<file path="config.mk">
export PLATFORM = sky130hd
export DESIGN_NAME = pipeline_hazard_sequencer_flat
export DESIGN_NICKNAME = d
export VERILOG_FILES = /design/src/rtl/pipeline_hazard_sequencer_if.sv /design/src/rtl/pipeline_hazard_sequencer.sv /design/src/flat_wrapper.sv
export SDC_FILE = /design/constraint.sdc
export NUM_CORES = 1
export LEC_CHECK = 0
export ABC_AREA = 1
export ABC_CLOCK_PERIOD_IN_PS = 4600
export CELL_PAD_IN_SITES_DETAIL_PLACEMENT = 1
export CELL_PAD_IN_SITES_GLOBAL_PLACEMENT = 1
export CORE_ASPECT_RATIO = 2
export CORE_MARGIN = 2
export CORE_UTILIZATION = 39
export CTS_BUF_LIST = sky130_fd_sc_hd__clkbuf_8 sky130_fd_sc_hd__clkbuf_16
export DETAILED_ROUTE_END_ITERATION = 8
export GPL_TIMING_DRIVEN = 0
export PLACE_DENSITY = 0.92
export SYNTH_ARGS = -nofsm -noshare
export SYNTH_HDL_FRONTEND = slang
export SYNTH_SLANG_ARGS = --single-unit
</file>
<file path="constraint.sdc">
create_clock -name clk -period 4.6 [get_ports clk]
set_input_delay 0.69 -clock clk [delete_from_list [all_inputs] [get_ports clk]]
set_output_delay 0.69 -clock clk [all_outputs]
set_load 0.02 [all_outputs]
</file>
<file path="src/rtl/pipeline_hazard_sequencer_if.sv">
// pipeline_hazard_sequencer_if: pipeline stage info in, stall/flush/forward controls and statistics out
interface pipeline_hazard_sequencer_if;
  logic [4:0]  id_rs, id_rt, ex_rs, ex_rt, ex_rd, mem_rd, wb_rd;
  logic        id_use_rs, id_use_rt;
  logic        ex_reg_write, mem_reg_write, wb_reg_write;
  logic        ex_mem_to_reg, ex_branch_taken, id_jump, ex_syscall_halt, go;
  logic        pc_en, if_id_en, if_id_flush, id_ex_flush, halted;
  logic [1:0]  fwd_a, fwd_b;
  logic [31:0] cycle_cnt, stall_cnt, flush_cnt;
  modport master (
    output id_rs, id_rt, ex_rs, ex_rt, ex_rd, mem_rd, wb_rd, id_use_rs, id_use_rt,
           ex_reg_write, mem_reg_write, wb_reg_write, ex_mem_to_reg, ex_branch_taken,
           id_jump, ex_syscall_halt, go,
    input  pc_en, if_id_en, if_id_flush, id_ex_flush, halted, fwd_a, fwd_b,
           cycle_cnt, stall_cnt, flush_cnt
  );
  modport slave (
    input  id_rs, id_rt, ex_rs, ex_rt, ex_rd, mem_rd, wb_rd, id_use_rs, id_use_rt,
           ex_reg_write, mem_reg_write, wb_reg_write, ex_mem_to_reg, ex_branch_taken,
           id_jump, ex_syscall_halt, go,
    output pc_en, if_id_en, if_id_flush, id_ex_flush, halted, fwd_a, fwd_b,
           cycle_cnt, stall_cnt, flush_cnt
  );
endinterface

</file>
<file path="src/rtl/pipeline_hazard_sequencer.sv">
// pipeline_hazard_sequencer: stall/flush/forward control with RUN/DRAIN/HALTED halt sequencing.
// Define HAZARD_FORWARD_EN to enable operand forwarding (only load-use then stalls).
module pipeline_hazard_sequencer (
  input logic clk,
  input logic rst_n,
  pipeline_hazard_sequencer_if.slave bus
);
  typedef enum logic [1:0] {RUN, DRAIN, HALTED} state_t;
  state_t state, state_nx;
  logic [1:0] drain_cnt;
  logic hazard, stall, jmp_flush, pc_en, if_id_en, if_id_flush, id_ex_flush;
  logic [1:0] fwd_a, fwd_b;
  function automatic logic hit(input logic [4:0] r, input logic we, input logic [4:0] rd);
    return we && rd != 5'd0 && rd == r;
  endfunction
  function automatic logic [31:0] sat_inc(input logic [31:0] v, input logic en);
    return (en && v != 32'hFFFF_FFFF) ? v + 32'd1 : v;
  endfunction
`ifdef HAZARD_FORWARD_EN
  assign hazard = bus.ex_mem_to_reg &&
                  ((bus.id_use_rs && hit(bus.id_rs, bus.ex_reg_write, bus.ex_rd)) ||
                   (bus.id_use_rt && hit(bus.id_rt, bus.ex_reg_write, bus.ex_rd)));
  assign fwd_a = hit(bus.ex_rs, bus.mem_reg_write, bus.mem_rd) ? 2'b10 :
                 hit(bus.ex_rs, bus.wb_reg_write, bus.wb_rd) ? 2'b01 : 2'b00;
  assign fwd_b = hit(bus.ex_rt, bus.mem_reg_write, bus.mem_rd) ? 2'b10 :
                 hit(bus.ex_rt, bus.wb_reg_write, bus.wb_rd) ? 2'b01 : 2'b00;
`else
  // Register file is write-before-read, so a WB producer never needs a stall.
  logic unused_fwd_inputs;
  assign unused_fwd_inputs = ^{bus.ex_mem_to_reg, bus.wb_reg_write, bus.wb_rd, bus.ex_rs, bus.ex_rt};
  assign hazard = (bus.id_use_rs && (hit(bus.id_rs, bus.ex_reg_write, bus.ex_rd) ||
                                     hit(bus.id_rs, bus.mem_reg_write, bus.mem_rd))) ||
                  (bus.id_use_rt && (hit(bus.id_rt, bus.ex_reg_write, bus.ex_rd) ||
                                     hit(bus.id_rt, bus.mem_reg_write, bus.mem_rd)));
  assign fwd_a = 2'b00;
  assign fwd_b = 2'b00;
`endif
  always_comb begin
    state_nx = state;
    pc_en = 1'b1;
    if_id_en = 1'b1;
    if_id_flush = 1'b0;
    id_ex_flush = 1'b0;
    stall = 1'b0;
    jmp_flush = 1'b0;
    case (state)
      RUN: begin
        if (bus.ex_syscall_halt) begin
          state_nx = DRAIN;
          pc_en = 1'b0;
          if_id_en = 1'b0;
          if_id_flush = 1'b1;
          id_ex_flush = 1'b1;
        end else if (bus.ex_branch_taken) begin
          if_id_flush = 1'b1;
          id_ex_flush = 1'b1;
        end else if (hazard) begin
          stall = 1'b1;
          pc_en = 1'b0;
          if_id_en = 1'b0;
          id_ex_flush = 1'b1;
        end else if (bus.id_jump) begin
          jmp_flush = 1'b1;
          if_id_flush = 1'b1;
        end
      end
      DRAIN: begin
        pc_en = 1'b0;
        if_id_en = 1'b0;
        if_id_flush = 1'b1;
        id_ex_flush = 1'b1;
        state_nx = (drain_cnt == 2'd1) ? HALTED : DRAIN;
      end
      HALTED: begin
        pc_en = 1'b0;
        if_id_en = 1'b0;
        state_nx = bus.go ? RUN : HALTED;
      end
      default: state_nx = RUN;
    endcase
  end
  always_ff @(posedge clk or negedge rst_n) begin
    if (!rst_n) begin
      state <= RUN;
      drain_cnt <= 2'd0;
      bus.cycle_cnt <= 32'd0;
      bus.stall_cnt <= 32'd0;
      bus.flush_cnt <= 32'd0;
    end else begin
      state <= state_nx;
      drain_cnt <= (state == DRAIN) ? drain_cnt + 2'd1 : 2'd0;
      bus.cycle_cnt <= sat_inc(bus.cycle_cnt, state != HALTED);
      bus.stall_cnt <= sat_inc(bus.stall_cnt, stall);
      bus.flush_cnt <= sat_inc(bus.flush_cnt, state == RUN && (bus.ex_branch_taken || jmp_flush));
    end
  end
  assign bus.pc_en = !rst_n || pc_en;
  assign bus.if_id_en = !rst_n || if_id_en;
  assign bus.if_id_flush = rst_n && if_id_flush;
  assign bus.id_ex_flush = rst_n && id_ex_flush;
  assign bus.fwd_a = rst_n ? fwd_a : 2'b00;
  assign bus.fwd_b = rst_n ? fwd_b : 2'b00;
  assign bus.halted = (state == HALTED);
endmodule
</file>
<file path="src/flat_wrapper.sv">
// flat-port wrapper written by rule: the top's interface ports become plain ports
module pipeline_hazard_sequencer_flat 
  (clk, rst_n, bus_id_rs, bus_id_rt, bus_ex_rs, bus_ex_rt, bus_ex_rd, bus_mem_rd, bus_wb_rd, bus_id_use_rs, bus_id_use_rt, bus_ex_reg_write, bus_mem_reg_write, bus_wb_reg_write, bus_ex_mem_to_reg, bus_ex_branch_taken, bus_id_jump, bus_ex_syscall_halt, bus_go, bus_pc_en, bus_if_id_en, bus_if_id_flush, bus_id_ex_flush, bus_halted, bus_fwd_a, bus_fwd_b, bus_cycle_cnt, bus_stall_cnt, bus_flush_cnt);
  pipeline_hazard_sequencer_if bus_i ();
  input logic clk;
  input logic rst_n;
  input wire logic [$bits(bus_i.id_rs)-1:0] bus_id_rs;
  input wire logic [$bits(bus_i.id_rt)-1:0] bus_id_rt;
  input wire logic [$bits(bus_i.ex_rs)-1:0] bus_ex_rs;
  input wire logic [$bits(bus_i.ex_rt)-1:0] bus_ex_rt;
  input wire logic [$bits(bus_i.ex_rd)-1:0] bus_ex_rd;
  input wire logic [$bits(bus_i.mem_rd)-1:0] bus_mem_rd;
  input wire logic [$bits(bus_i.wb_rd)-1:0] bus_wb_rd;
  input wire logic [$bits(bus_i.id_use_rs)-1:0] bus_id_use_rs;
  input wire logic [$bits(bus_i.id_use_rt)-1:0] bus_id_use_rt;
  input wire logic [$bits(bus_i.ex_reg_write)-1:0] bus_ex_reg_write;
  input wire logic [$bits(bus_i.mem_reg_write)-1:0] bus_mem_reg_write;
  input wire logic [$bits(bus_i.wb_reg_write)-1:0] bus_wb_reg_write;
  input wire logic [$bits(bus_i.ex_mem_to_reg)-1:0] bus_ex_mem_to_reg;
  input wire logic [$bits(bus_i.ex_branch_taken)-1:0] bus_ex_branch_taken;
  input wire logic [$bits(bus_i.id_jump)-1:0] bus_id_jump;
  input wire logic [$bits(bus_i.ex_syscall_halt)-1:0] bus_ex_syscall_halt;
  input wire logic [$bits(bus_i.go)-1:0] bus_go;
  output wire logic [$bits(bus_i.pc_en)-1:0] bus_pc_en;
  output wire logic [$bits(bus_i.if_id_en)-1:0] bus_if_id_en;
  output wire logic [$bits(bus_i.if_id_flush)-1:0] bus_if_id_flush;
  output wire logic [$bits(bus_i.id_ex_flush)-1:0] bus_id_ex_flush;
  output wire logic [$bits(bus_i.halted)-1:0] bus_halted;
  output wire logic [$bits(bus_i.fwd_a)-1:0] bus_fwd_a;
  output wire logic [$bits(bus_i.fwd_b)-1:0] bus_fwd_b;
  output wire logic [$bits(bus_i.cycle_cnt)-1:0] bus_cycle_cnt;
  output wire logic [$bits(bus_i.stall_cnt)-1:0] bus_stall_cnt;
  output wire logic [$bits(bus_i.flush_cnt)-1:0] bus_flush_cnt;
  assign bus_i.id_rs = bus_id_rs;
  assign bus_i.id_rt = bus_id_rt;
  assign bus_i.ex_rs = bus_ex_rs;
  assign bus_i.ex_rt = bus_ex_rt;
  assign bus_i.ex_rd = bus_ex_rd;
  assign bus_i.mem_rd = bus_mem_rd;
  assign bus_i.wb_rd = bus_wb_rd;
  assign bus_i.id_use_rs = bus_id_use_rs;
  assign bus_i.id_use_rt = bus_id_use_rt;
  assign bus_i.ex_reg_write = bus_ex_reg_write;
  assign bus_i.mem_reg_write = bus_mem_reg_write;
  assign bus_i.wb_reg_write = bus_wb_reg_write;
  assign bus_i.ex_mem_to_reg = bus_ex_mem_to_reg;
  assign bus_i.ex_branch_taken = bus_ex_branch_taken;
  assign bus_i.id_jump = bus_id_jump;
  assign bus_i.ex_syscall_halt = bus_ex_syscall_halt;
  assign bus_i.go = bus_go;
  assign bus_pc_en = bus_i.pc_en;
  assign bus_if_id_en = bus_i.if_id_en;
  assign bus_if_id_flush = bus_i.if_id_flush;
  assign bus_id_ex_flush = bus_i.id_ex_flush;
  assign bus_halted = bus_i.halted;
  assign bus_fwd_a = bus_i.fwd_a;
  assign bus_fwd_b = bus_i.fwd_b;
  assign bus_cycle_cnt = bus_i.cycle_cnt;
  assign bus_stall_cnt = bus_i.stall_cnt;
  assign bus_flush_cnt = bus_i.flush_cnt;
  pipeline_hazard_sequencer u_core (.clk(clk), .rst_n(rst_n), .bus(bus_i));
endmodule
</file>
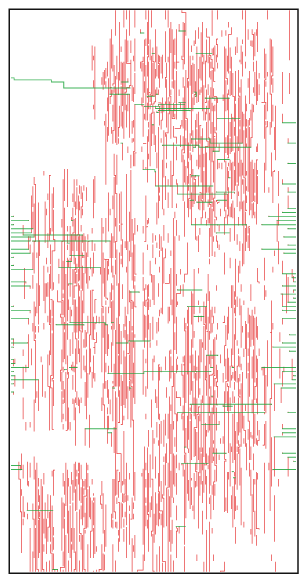
(run_1/metal_stack.png)
Scale: 3 px per µm. Two of the layers only.
| layer | color | wire length |
|---|---|---|
| met3 | green | 831 µm |
| met2 | red | 11300 µm |
GRT Util Overall: 0.244
Routed WL per cell: 16.9 µm
DR vias: 6650

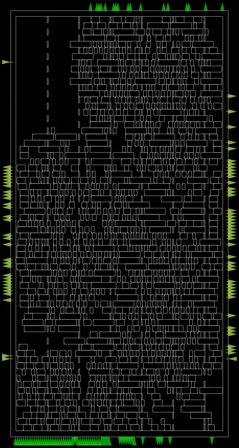
(run_1/final_placement.png)
fin util: 0.510
fin cells: 1266

==> results.json, run 1 <==
{
  "status": "finished clean",
  "crit_family": "buffers and inverters",
  "worstPathMaxFanout": 4,
  "drtIter0Drc": 187,
  "clock_buffers": 9,
  "flop_cell": "dfrtp_1",
  "yosysSeqAreaShare": 0.381,
  "area_leaders": "dfrtp_1, nand2_1, xor2_1",
  "inverters": 76,
  "clk_latency_ps": 360,
  "leakagePower_nw": 3.89,
  "synth_xor_xnor_area_share": 0.143,
  "lay_top_count": "nand2_1",
  "reg2regPathDepth": 13,
  "synthDistinctLibCells": 31,
  "common_cells": "nand2_1, dfrtp_1, nor2_1, inv_1, xor2_1",
  "largest_area_cell": "dfrtp_1",
  "seq_area_um2": 2500,
  "grt_pass1_wl_mm": 34.8,
  "cp.depth": 13,
  "cts_tree": "built"
}
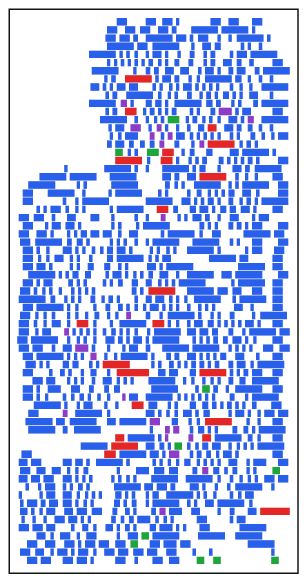
(run_1/drive_strength.png)
Scale: 3 px per µm.
| size | color | cells | share |
|---|---|---|---|
| drive 3 to 4 | green | 11 | 1.0% |
| drive 6 and up | red | 22 | 2.1% |
| drive 2 | purple | 24 | 2.3% |
| drive 1 or less | blue | 1002 | 95% |
fin worst setup slack: 979 ps
synthesis-to-finish area growth: 29.0%
final instance area: 8470 µm²

--- run 2 (diff from run 1) ---
--- a/config.mk
+++ b/config.mk
@@ -6,16 +6,16 @@
 export NUM_CORES = 1
 export LEC_CHECK = 0
 export ABC_AREA = 1
-export ABC_CLOCK_PERIOD_IN_PS = 4600
+export ABC_CLOCK_PERIOD_IN_PS = 3530
 export CELL_PAD_IN_SITES_DETAIL_PLACEMENT = 1
 export CELL_PAD_IN_SITES_GLOBAL_PLACEMENT = 1
 export CORE_ASPECT_RATIO = 2
 export CORE_MARGIN = 2
-export CORE_UTILIZATION = 39
+export CORE_UTILIZATION = 36
 export CTS_BUF_LIST = sky130_fd_sc_hd__clkbuf_8 sky130_fd_sc_hd__clkbuf_16
 export DETAILED_ROUTE_END_ITERATION = 8
 export GPL_TIMING_DRIVEN = 0
-export PLACE_DENSITY = 0.92
+export PLACE_DENSITY = 0.87
 export SYNTH_ARGS = -nofsm -noshare
 export SYNTH_HDL_FRONTEND = slang
 export SYNTH_SLANG_ARGS = --single-unit
==> constraint.sdc (replaced) <==
create_clock -name clk -period 3.53 [get_ports clk]
set_input_delay 0.5295 -clock clk [delete_from_list [all_inputs] [get_ports clk]]
set_output_delay 0.5295 -clock clk [all_outputs]
set_load 0.02 [all_outputs]
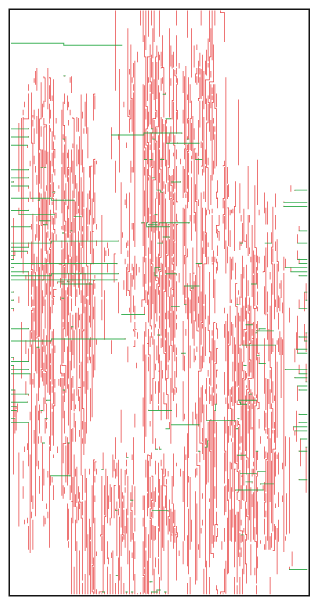
(run_2/metal_stack.png)
Scale: 3 px per µm. Two of the layers only.
Routed WL per cell: 18.2 µm
DR vias: 6689

==> run 2 against run 1 <==
Critical path depth grew 1. Utilization down 3.4 points. Critical endpoint unchanged. Largest power group unchanged. Sequential power up about 30%. Total power increased by 29%. Clock power grew about 20%. Die size rose by 8.1%.
==> results.json, run 2 <==
{
  "flop_cell": "dfrtp_1",
  "rr_endpoint": "u_core.bus.cycle_cnt[29]",
  "cts_tree": "built",
  "rrSetupSlack_ps": 1240,
  "setup_ws_ps": 225,
  "stdcell_count": 1271,
  "design_area_um2": 8460,
  "p_comb_frac": 0.317,
  "cp.depth": 14,
  "crit_family": "buffers and inverters",
  "status": "finished clean",
  "area_leaders": "dfrtp_1, nand2_1, xor2_1",
  "synth_xor_xnor_area_share": 0.143,
  "grt_pass1_wl_mm": 37.3,
  "edf_count": 0,
  "utilization": 0.476,
  "reg2regPathDepth": 8,
  "leakagePower_nw": 3.89,
  "syn_to_final_growth_pct": 28.9,
  "lay_top_count": "nand2_1",
  "clock_buffers": 10,
  "synthDistinctLibCells": 31,
  "common_cells": "nand2_1, dfrtp_1, nor2_1, inv_1, xor2_1",
  "clk_latency_ps": 350,
  "yosysSeqAreaShare": 0.381,
  "inverters": 76,
  "flops": 100,
  "worstPathMaxFanout": 4,
  "largest_area_cell": "dfrtp_1",
  "place_ws_ps": 210,
  "grtUsageTotal": 0.245
}
--- run 3 (diff from run 2) ---
--- a/config.mk
+++ b/config.mk
@@ -6,7 +6,6 @@
 export NUM_CORES = 1
 export LEC_CHECK = 0
 export ABC_AREA = 1
-export ABC_CLOCK_PERIOD_IN_PS = 3530
 export CELL_PAD_IN_SITES_DETAIL_PLACEMENT = 1
 export CELL_PAD_IN_SITES_GLOBAL_PLACEMENT = 1
 export CORE_ASPECT_RATIO = 2
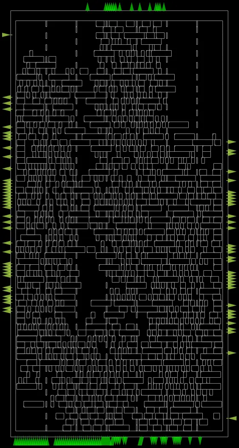
(run_3/final_placement.png)
fin util: 0.476
sequential cell area share: 0.296

==> run 3 against run 2 <==
Sequential share of layout area stayed put. Highest routed layer unchanged. Via count stayed put. Global-route usage stayed put. Utilization stayed put. Critical path type unchanged.
==> results.json, run 3 <==
{
  "flop_cell": "dfrtp_1",
  "max_slew_margin": 0.580,
  "inverters": 76,
  "syn_to_final_growth_pct": 28.9,
  "edf_count": 0,
  "clock_buffers": 10,
  "lay_top_count": "nand2_1",
  "p_clk_mw": 1.01,
  "switching_share": 0.358,
  "common_cells": "nand2_1, dfrtp_1, nor2_1, inv_1, xor2_1",
  "status": "finished clean",
  "flops": 100,
  "seq_area_um2": 2500,
  "via_count": 6689,
  "drt-total-wl_mm": 23.2,
  "setup_ws_ps": 225,
  "leakagePower_nw": 3.89,
  "logic_family": "simple AND/OR/NAND/NOR gates",
  "yosysSeqAreaShare": 0.381,
  "place_ws_ps": 210,
  "stdcell_count": 1271,
  "largest_area_cell": "dfrtp_1",
  "rr_endpoint": "u_core.bus.cycle_cnt[29]",
  "num_antenna_cells": 0,
  "cp.depth": 14,
  "hold_viol_final": 0,
  "synthDistinctLibCells": 31,
  "row_count": 69,
  "io_buffers": 130,
  "clk_latency_ps": 350,
  "viasPerCell": 5.26,
  "rrSetupSlack_ps": 1240,
  "power-per-cell-area_nw_per_um2": 412,
  "cts_tree": "built",
  "drtIter0Drc": 192,
  "design_area_um2": 8460,
  "grtUsageTotal": 0.245,
  "drt-wirelength-per-cell_um": 18.2,
  "comb_area_frac": 0.427,
  "synth_xor_xnor_area_share": 0.143,
  "min_path_type": "in2async",
  "worstPathMaxFanout": 4,
  "grt_pass1_wl_mm": 37.3,
  "layout.cells.most_common_list": "nand2_1, clkdlybuf4s50_1, dfrtp_1",
  "fin_crit_ps": 3300,
  "crit_family": "buffers and inverters",
  "grtUsageMet2": 0.478,
  "reg2regPathDepth": 8,
  "area_leaders": "dfrtp_1, nand2_1, xor2_1"
}
Power figures rest on the tool's default switching activity, not on a simulated workload.
